`config.mk`:
```
export PLATFORM = sky130hd
export DESIGN_NAME = uart_tx_arbiter
export DESIGN_NICKNAME = d
export VERILOG_FILES = /design/src/rtl/uart_tx_arbiter.sv
export SDC_FILE = /design/constraint.sdc
export NUM_CORES = 1
export LEC_CHECK = 0
export CAP_MARGIN = 0
export CORE_MARGIN = 2
export CORE_UTILIZATION = 44
export DETAILED_ROUTE_END_ITERATION = 6
export PLACE_DENSITY_LB_ADDON = 0.3
export RECOVER_POWER = 50
export SLEW_MARGIN = 10
export SYNTH_ARGS = -nofsm -noshare
export SYNTH_HDL_FRONTEND = slang
export SYNTH_SLANG_ARGS = --single-unit
```
`constraint.sdc`:
```
create_clock -name clk -period 7 [get_ports clk]
set_input_delay 0.7 -clock clk [delete_from_list [all_inputs] [get_ports clk]]
set_output_delay 0.7 -clock clk [all_outputs]
set_load 0.03 [all_outputs]
```
`src/rtl/uart_tx_arbiter.sv`:
```
// uart_tx_arbiter: round-robin arbiter feeding bytes from NUM_REQ requesters
// into a single UART transmitter, with a start pulse and busy handshake.
//
// Ports:
//   clk        system clock, rising edge
//   reset      asynchronous, active-high reset
//   req_valid  per-requester "byte available"
//   req_data   per-requester byte, requester i on [8i+7:8i]
//   req_lock   (UART_ARB_LOCK_EN only) keep the grant on this requester
//   req_ready  one-cycle accept pulse, one-hot or zero
//   tx_data    latched byte for the transmitter
//   tx_start   one-cycle start pulse for the transmitter
//   tx_busy    transmitter busy flag
//   grant_id   index of the current or last granted requester
//   active     high whenever the arbiter is not idle
//
// Optional feature: define UART_ARB_LOCK_EN to add req_lock.
module uart_tx_arbiter #(
    parameter int NUM_REQ = 4
) (
    input  logic                       clk,
    input  logic                       reset,
    input  logic [NUM_REQ-1:0]         req_valid,
    input  logic [8*NUM_REQ-1:0]       req_data,
`ifdef UART_ARB_LOCK_EN
    input  logic [NUM_REQ-1:0]         req_lock,
`endif
    output logic [NUM_REQ-1:0]         req_ready,
    output logic [7:0]                 tx_data,
    output logic                       tx_start,
    input  logic                       tx_busy,
    output logic [$clog2(NUM_REQ)-1:0] grant_id,
    output logic                       active
);

    localparam int GW = $clog2(NUM_REQ);
    localparam logic [GW-1:0] LAST = GW'(NUM_REQ - 1);

    typedef enum logic [1:0] {
        IDLE,
        LAUNCH,
        WAIT_BUSY,
        WAIT_DONE
    } state_t;

    state_t             state;
    state_t             state_n;
    logic [NUM_REQ-1:0] ready_n;
    logic               start_n;
    logic [7:0]         data_n;
    logic [GW-1:0]      gid_n;
    logic [GW-1:0]      last_grant;
    logic [GW-1:0]      last_n;
    logic [1:0]         quiet;
    logic [1:0]         quiet_n;
    logic               done;

    logic               rr_found;
    logic [GW-1:0]      rr_pick;
    logic [GW-1:0]      rr_idx;
    logic               found;
    logic [GW-1:0]      pick;
    logic [7:0]         pick_data;
    logic               lock_hit;
    logic [GW-1:0]      lock_sel;
    logic               hold_last;

    // Round-robin search upward from last_grant+1, wrapping at NUM_REQ-1.
    always_comb begin
        rr_found = 1'b0;
        rr_pick  = '0;
        rr_idx   = last_grant;
        for (int k = 0; k < NUM_REQ; k++) begin
            rr_idx = (rr_idx == LAST) ? '0 : rr_idx + 1'b1;
            if (!rr_found && req_valid[rr_idx]) begin
                rr_found = 1'b1;
                rr_pick  = rr_idx;
            end
        end
    end

    assign found = lock_hit | rr_found;
    assign pick  = lock_hit ? lock_sel : rr_pick;

    always_comb begin
        pick_data = 8'h00;
        for (int i = 0; i < NUM_REQ; i++) begin
            if (pick == GW'(i)) begin
                pick_data = req_data[8*i +: 8];
            end
        end
    end

`ifdef UART_ARB_LOCK_EN
    logic          lock_on;
    logic          lock_on_n;
    logic [GW-1:0] lock_id;
    logic [GW-1:0] lock_id_n;

    // The lock is captured at acceptance and dropped either by an
    // unlocked byte from the holder or by the holder going idle.
    always_comb begin
        lock_on_n = lock_on;
        lock_id_n = lock_id;
        if (state == IDLE) begin
            if (lock_on && !req_valid[lock_id]) begin
                lock_on_n = 1'b0;
            end
            if (found && !tx_busy) begin
                lock_on_n = req_lock[pick];
                lock_id_n = pick;
            end
        end
    end

    always_ff @(posedge clk or posedge reset) begin
        if (reset) begin
            lock_on <= 1'b0;
            lock_id <= '0;
        end else begin
            lock_on <= lock_on_n;
            lock_id <= lock_id_n;
        end
    end

    assign lock_hit  = lock_on & req_valid[lock_id];
    assign lock_sel  = lock_id;
    assign hold_last = lock_on;
`else
    assign lock_hit  = 1'b0;
    assign lock_sel  = '0;
    assign hold_last = 1'b0;
`endif

    always_comb begin
        state_n = state;
        ready_n = '0;
        start_n = 1'b0;
        data_n  = tx_data;
        gid_n   = grant_id;
        last_n  = last_grant;
        quiet_n = quiet;
        done    = 1'b0;
        unique case (state)
            IDLE: begin
                if (found && !tx_busy) begin
                    ready_n[pick] = 1'b1;
                    data_n        = pick_data;
                    gid_n         = pick;
                    state_n       = LAUNCH;
                end
            end
            LAUNCH: begin
                start_n = 1'b1;
                quiet_n = '0;
                state_n = WAIT_BUSY;
            end
            WAIT_BUSY: begin
                // A transmitter that never answers must not hang us:
                // four quiet cycles count the byte as sent.
                if (tx_busy) begin
                    state_n = WAIT_DONE;
                end else if (quiet == 2'd3) begin
                    done = 1'b1;
                end else begin
                    quiet_n = quiet + 1'b1;
                end
            end
            WAIT_DONE: begin
                if (!tx_busy) begin
                    done = 1'b1;
                end
            end
            default: begin
                state_n = IDLE;
            end
        endcase
        if (done) begin
            state_n = IDLE;
            if (!hold_last) begin
                last_n = grant_id;
            end
        end
    end

    always_ff @(posedge clk or posedge reset) begin
        if (reset) begin
            state      <= IDLE;
            req_ready  <= '0;
            tx_start   <= 1'b0;
            tx_data    <= 8'h00;
            grant_id   <= '0;
            last_grant <= LAST;
            quiet      <= '0;
        end else begin
            state      <= state_n;
            req_ready  <= ready_n;
            tx_start   <= start_n;
            tx_data    <= data_n;
            grant_id   <= gid_n;
            last_grant <= last_n;
            quiet      <= quiet_n;
        end
    end

    assign active = (state != IDLE);

endmodule

```
Fig. 1: placement view
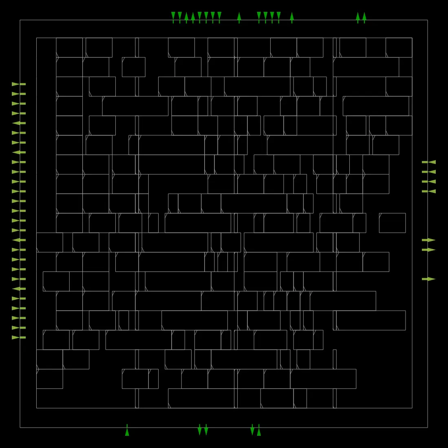
flop share of the area: 29.0%
Final Util: 67.1%
final std cells w/o fill: 207
number of flip-flops and latches: 21
area of the placeable core: 2710 um^2

Fig. 2: ports around the boundary
Scale: 8 px per um. Pins as bars across the die edge, other pins in gray.
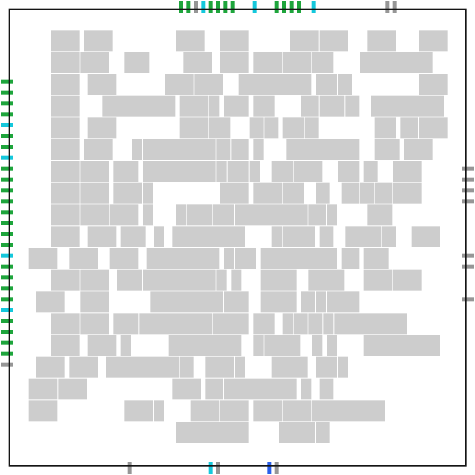
Key: cyan = `tx_data` [pins 8, direction output, edge 4 left, 3 top, 1 bottom]; green = `req_data` [pins 32, direction input, edge 22 left, 10 top]; blue = `tx_start` [pins 1, direction output, edge bottom]
All pins by edge: 27 left, 16 top, 7 right, 5 bottom.
input/output buffers: 54
Chip Height: 56.9 um
die extent in x: 56.9 um

==> reports/README.md <==
| Item | This run | Unit |
|:---|:---|:---|
| Post-synthesis cell type count | 31 | - |
| Bufs and invs on worst path | 1 | - |
| DRC violations left | 0 | - |
| H-Tree Level Count | 1 | - |
| Most numerous logic cell after layout | clkdlybuf4s50_1 | - |
| Fin Setup TNS | 0 | ns |
| Combinational gate power | 0.436 | mW |
| Register name with the most flops | tx_data | - |
| Internal reg-to-reg setup slack | 4.35 | ns |
| Total setup buffers inserted after CTS | 0 | - |
| Cell resize tally after clock tree synthesis | 0 | - |
| Via density per instance | 5.70 | - |
| Headroom to the max-slew limit | 21.4 | % |
| Core utilization at floorplan | 45.4 | % |
| Switching power share of the total | 45.6 | % |
| Routed length per placed instance | 15.2 | um |
| Nonclk buf count | 54 | - |
| Worst Tran Pin Value | 1.17 | ns |
| Area leader share | 38.6 | % |
| Max-slew violation count | 0 | - |
| Clock-pin transition on the worst setup and hold timing paths | 0.12 | ns |
| Number of standard-cell rows in the floorplan | 19 | - |
| Top area cell types | dfrtp_1, mux2i_1, ha_1, nand2_1, dfstp_2 | - |
| Number of cells on the worst reg-to-reg path | 6 | - |
| Post-synth tally of flip-flops with integrated enable | 0 | - |
| Final clock skew | 0.00259 | ns |
| Die ar. | 3240 | um^2 |
| Flop pwr share | 29.9 | % |
| Run status | finished clean | - |
| Worst r2r src | last_grant[0]$_DFFE_PP1P_ | - |
| Cell internal pwr | 0.385 | mW |
| Kind of cell adding the most delay to the critical path | simple AND/OR/NAND/NOR gates | - |
| Combinational fraction of design power | 61.6 | % |
| Synthesized registers | 21 | - |
| Global-route usage over all layers | 20.6 | % |
| Inst Count DP | 203 | - |
| Average instance area after synthesis | 10.1 | um^2 |
| Async set-or-reset flop fraction in the synthesized netlist | 100 | % |
| PD cells | 389 | nW/um^2 |
| Critical path peak fanout | 9 | - |
| Top flip-flop cell by instance count after synthesis | dfrtp_1 | - |
| Root Buffer Master | clkbuf_4 | - |
| Leading cell type by number of instances after synthesis | dfrtp_1 | - |
| Slowest cell delay on critical path | 0.71 | ns |
| Detailed Route WL | 3.14 | mm |
| Net count entering floorplan | 169 | - |
| Final setup viols | 0 | - |
| Power in the clock group | 0.0603 | mW |
| Cell count listed in synth_stat.txt | 122 | - |
| CTS tree | built | - |
| Cells traversed along the worst timing path | dlygate4sd3_1 > or3_1 > or4_1 > o22ai_1 > a211oi_1 | - |
| Violation count after the first detailed-route iteration | 37 | - |
| Top Registers | tx_data (8), req_ready (4) | - |
| Number of multi-input combinational cells in the layout | 92 | - |
| Worst min-delay path startpoint | tx_data[4]$_DFFE_PP0P_ | - |
| Number of non-clock inverters | 5 | - |
| Tool Warnings | 31 | - |
| Total stage count of the critical path | 5 | - |
| Clock-cell share of area | 1.51 | % |
| Largest voltage drop on the vdd net | 0.000234 | V |
| Most used cells in the layout excluding fill and tap cells | clkdlybuf4s50_1, dfrtp_1, nand2_1 | - |
| Total via count in the routed design | 1,180 | - |
Fig. 3: port wiring
Scale: 4 px per um.
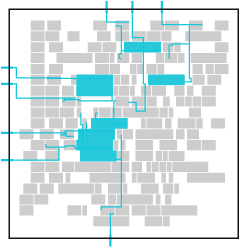
Key: cyan = `tx_data` [bits 8, direction output, end cells 8, wire 291 um]
I/O pin count: 55

[kinds of logic after synthesis]
group           after synthesis  share of synthesized area, %
xor+xnor                      1                         0.712
flops                        21                          42.9
mux                          15                          12.4
simple gates                 35                          14.2
fa+ha+maj                     8                          8.13
compound gates               33                          18.6
buf+inv                       9                          3.05
[per-layer routing]
| metal | wire, um | up-vias | global-route usage, % |
|---|---|---|---|
| met5 | 0 | - | 0 |
| met4 | 21 | 0 | 5.65 |
| met3 | 243 | 2 | 4.84 |
| met2 | 1620 | 53 | 37.3 |
| met1 | 1260 | 562 | 24.0 |
| li1 | - | 563 | - |
Power and IR drop assume default switching activity.
